### src/rtl/wts_noise_envelope_defs.sv
// rtl/wts_noise_envelope_defs.sv - shared state encodings and constants for the noise envelope
package wts_noise_envelope_defs;

  typedef enum logic [2:0] {
    ST_IDLE    = 3'd0,
    ST_ATTACK  = 3'd1,
    ST_DECAY   = 3'd2,
    ST_SUSTAIN = 3'd3,
    ST_RELEASE = 3'd4
  } env_state_t;

  localparam logic [3:0] LEVEL_MAX = 4'd15;
  localparam int PRESCALE_BITS_DEFAULT = 8;

  // (level * volume) >> 1; the product tops out at 225, so 7 bits of result suffice.
  function automatic logic [6:0] calc_amp(input logic [3:0] lvl, input logic [3:0] vol);
    logic [7:0] prod;
    prod = {4'b0000, lvl} * {4'b0000, vol};
    return prod[7:1];
  endfunction

endpackage

### src/rtl/wts_env_rate_timer.sv
// rtl/wts_env_rate_timer.sv - active prescaler and per-stage rate counter producing envelope steps
module wts_env_rate_timer
  import wts_noise_envelope_defs::*;
#(
  parameter int PRESCALE_BITS = PRESCALE_BITS_DEFAULT
) (
  input  logic       clk,
  input  logic       nreset,
  input  logic       active,
  input  logic       clear,
  input  logic [3:0] rate,
  output logic       step
);

  logic [PRESCALE_BITS-1:0] prescale;
  logic [3:0]               rate_cnt;
  logic                     env_tick;

  assign env_tick = active && (prescale == '1);
  // >= rather than == so a rate lowered mid-stage steps at once instead of wrapping.
  assign step     = env_tick && (rate_cnt >= rate);

  always_ff @(posedge clk or negedge nreset) begin
    if (!nreset) begin
      prescale <= '0;
      rate_cnt <= 4'd0;
    end else begin
      if (active) begin
        prescale <= prescale + 1'b1;
      end
      if (clear) begin
        rate_cnt <= 4'd0;
      end else if (env_tick) begin
        rate_cnt <= step ? 4'd0 : rate_cnt + 4'd1;
      end
    end
  end

endmodule

### src/rtl/wts_noise_envelope.sv
// rtl/wts_noise_envelope.sv - ADSR-shaped, volume-scaled signed sample from the 1-bit noise stream
module wts_noise_envelope
  import wts_noise_envelope_defs::*;
#(
  parameter int PRESCALE_BITS = PRESCALE_BITS_DEFAULT
) (
  input  logic       clk,
  input  logic       nreset,
  input  logic       active,
  input  logic       noise,
  input  logic       key_on,
  input  logic [3:0] reg_attack_rate,
  input  logic [3:0] reg_decay_rate,
  input  logic [3:0] reg_sustain_level,
  input  logic [3:0] reg_release_rate,
  input  logic [3:0] reg_volume,
  output logic [7:0] sample,
  output logic [3:0] level,
  output logic       busy
);

  env_state_t state;
  logic       key_sync;
  logic       key_prev;
  logic       key_rise;
  logic       rel_req;
  logic       clear;
  logic       step;
  logic [3:0] cur_rate;
  logic [6:0] amp;

  assign key_rise = key_sync & ~key_prev;
  assign rel_req  = ~key_on & ((state == ST_ATTACK) || (state == ST_DECAY) || (state == ST_SUSTAIN));
  assign clear    = key_rise | rel_req;
  assign amp      = calc_amp(level, reg_volume);
  assign busy     = (state != ST_IDLE);

  always_comb begin
    cur_rate = 4'd0;
    case (state)
      ST_ATTACK:  cur_rate = reg_attack_rate;
      ST_DECAY:   cur_rate = reg_decay_rate;
      ST_RELEASE: cur_rate = reg_release_rate;
      default:    cur_rate = 4'd0;
    endcase
  end

  wts_env_rate_timer #(
    .PRESCALE_BITS(PRESCALE_BITS)
  ) u_rate_timer (
    .clk    (clk),
    .nreset (nreset),
    .active (active),
    .clear  (clear),
    .rate   (cur_rate),
    .step   (step)
  );

  // Retrigger keeps the current level so a re-keyed note ramps up without a click.
  always_ff @(posedge clk or negedge nreset) begin
    if (!nreset) begin
      state    <= ST_IDLE;
      level    <= 4'd0;
      key_sync <= 1'b0;
      key_prev <= 1'b0;
    end else begin
      key_sync <= key_on;
      key_prev <= key_sync;
      if (key_rise) begin
        state <= ST_ATTACK;
      end else if (rel_req) begin
        state <= ST_RELEASE;
      end else begin
        case (state)
          ST_ATTACK: begin
            if (step) begin
              if (level >= LEVEL_MAX - 4'd1) begin
                level <= LEVEL_MAX;
                state <= ST_DECAY;
              end else begin
                level <= level + 4'd1;
              end
            end
          end
          ST_DECAY: begin
            if (level <= reg_sustain_level) begin
              state <= ST_SUSTAIN;
            end else if (step) begin
              level <= level - 4'd1;
              if ((level - 4'd1) == reg_sustain_level) begin
                state <= ST_SUSTAIN;
              end
            end
          end
          ST_RELEASE: begin
            if (level == 4'd0) begin
              state <= ST_IDLE;
            end else if (step) begin
              level <= level - 4'd1;
              if (level == 4'd1) begin
                state <= ST_IDLE;
              end
            end
          end
          default: begin
          end
        endcase
      end
    end
  end

  always_ff @(posedge clk or negedge nreset) begin
    if (!nreset) begin
      sample <= 8'd0;
    end else if (active) begin
      sample <= noise ? {1'b0, amp} : 8'd0 - {1'b0, amp};
    end
  end

endmodule

### config.mk
export PLATFORM = sky130hd
export DESIGN_NAME = wts_noise_envelope
export DESIGN_NICKNAME = d
export VERILOG_FILES = /design/src/rtl/wts_noise_envelope_defs.sv /design/src/rtl/wts_env_rate_timer.sv /design/src/rtl/wts_noise_envelope.sv
export SDC_FILE = /design/constraint.sdc
export NUM_CORES = 1
export LEC_CHECK = 0
export CAP_MARGIN = 20
export CELL_PAD_IN_SITES_DETAIL_PLACEMENT = 1
export CELL_PAD_IN_SITES_GLOBAL_PLACEMENT = 1
export CORE_MARGIN = 1
export CORE_UTILIZATION = 40
export DETAILED_ROUTE_END_ITERATION = 12
export PLACE_DENSITY_LB_ADDON = 0.05
export SLEW_MARGIN = 20
export SYNTH_ARGS = -nofsm -noshare
export SYNTH_HDL_FRONTEND = slang
export SYNTH_SLANG_ARGS = --single-unit
### constraint.sdc
create_clock -name clk -period 9.6 [get_ports clk]
set_input_delay 1.92 -clock clk [delete_from_list [all_inputs] [get_ports clk]]
set_output_delay 1.92 -clock clk [all_outputs]
set_load 0.02 [all_outputs]
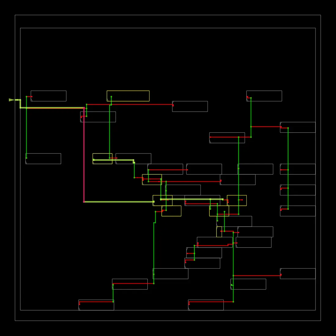
Figure 1: the clock network.
Clock Latency Late Sink: 0.27 ns
final-layout clock buffer total: 7

==> notes.md <==
flow finished, numbers: largest net degree at the start of global routing=30, leakage power=0.00131 µW, Net Switching=between 150 and 200 µW, largest fanout on the critical path=4, Comb pwr share=0.375, Post-CTS Hold Buffers=0, final setup violation count=0, # Post-CTS Setup Buffers=0, met3 GRT Util=0.0377, total power=about 500 µW, PD cells=roughly 170 nW/µm², Complex Gates by Area=0.177, flip-flops=29, DIE AREA=6330 µm², combinational gates=205, Basic Gates by Area=0.188, Die H=slightly below 80 µm, f_max=0.197 GHz, outcome=complete, no violations, worst-margin pin slew=0.733 ns, Ant. Diodes=0, Initial Util=0.426, Worst setup EP type=register, post-route core utilization=0.520, fin cells=367
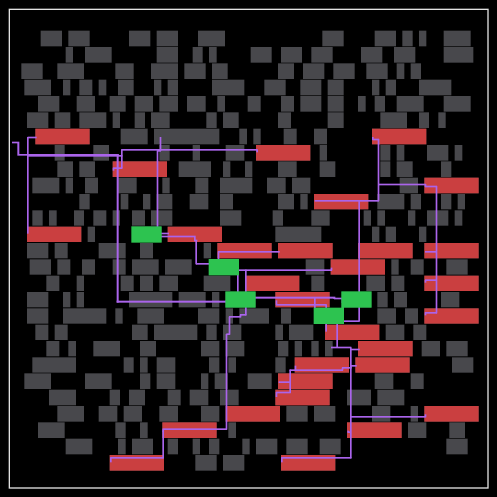
Figure 2: clock network drawn from the DEF.
Scale: 6 px per µm.
legend:
  flip-flops:
    colour: red
    count: 29
  clock wires:
    colour: purple
    length: 453 µm
  clock-net drivers:
    colour: green
    count: 5
routed clock nets: 6
Clk pwr share: 0.268
Clock Power: 131 µW
Final Skew: 0.00462 ns

## Yosys cell counts (4+ instances only)
library cell,instances,area share
dfrtp_1,29,0.30
ha_1,27,0.14
nor2_1,25,0.039
xnor2_1,18,0.066
a21oi_1,16,0.033
nand2_1,16,0.025
and2_1,14,0.036
inv_1,14,0.022
o21ai_0,9,0.019
xor2_1,6,0.022
a211oi_1,5,0.016
a22oi_1,5,0.016
nand4_1,5,0.013
clkbuf_1,4,0.0062
fa_1,4,0.033
nand3_1,4,0.0083
nor2b_1,4,0.010
nor3_1,4,0.0083
## power groups by stage
stage	registers [µW]	logic, µW	clock network [µW]
2_1_floorplan	168	144	0
3_3_place_gp	178	181	0
3_5_place_dp	178	185	0
4_1_cts	176	186	135
5_1_grt	180	203	140
6_report	175	184	131
Power figures rest on the tool's default switching activity, not on a simulated workload.
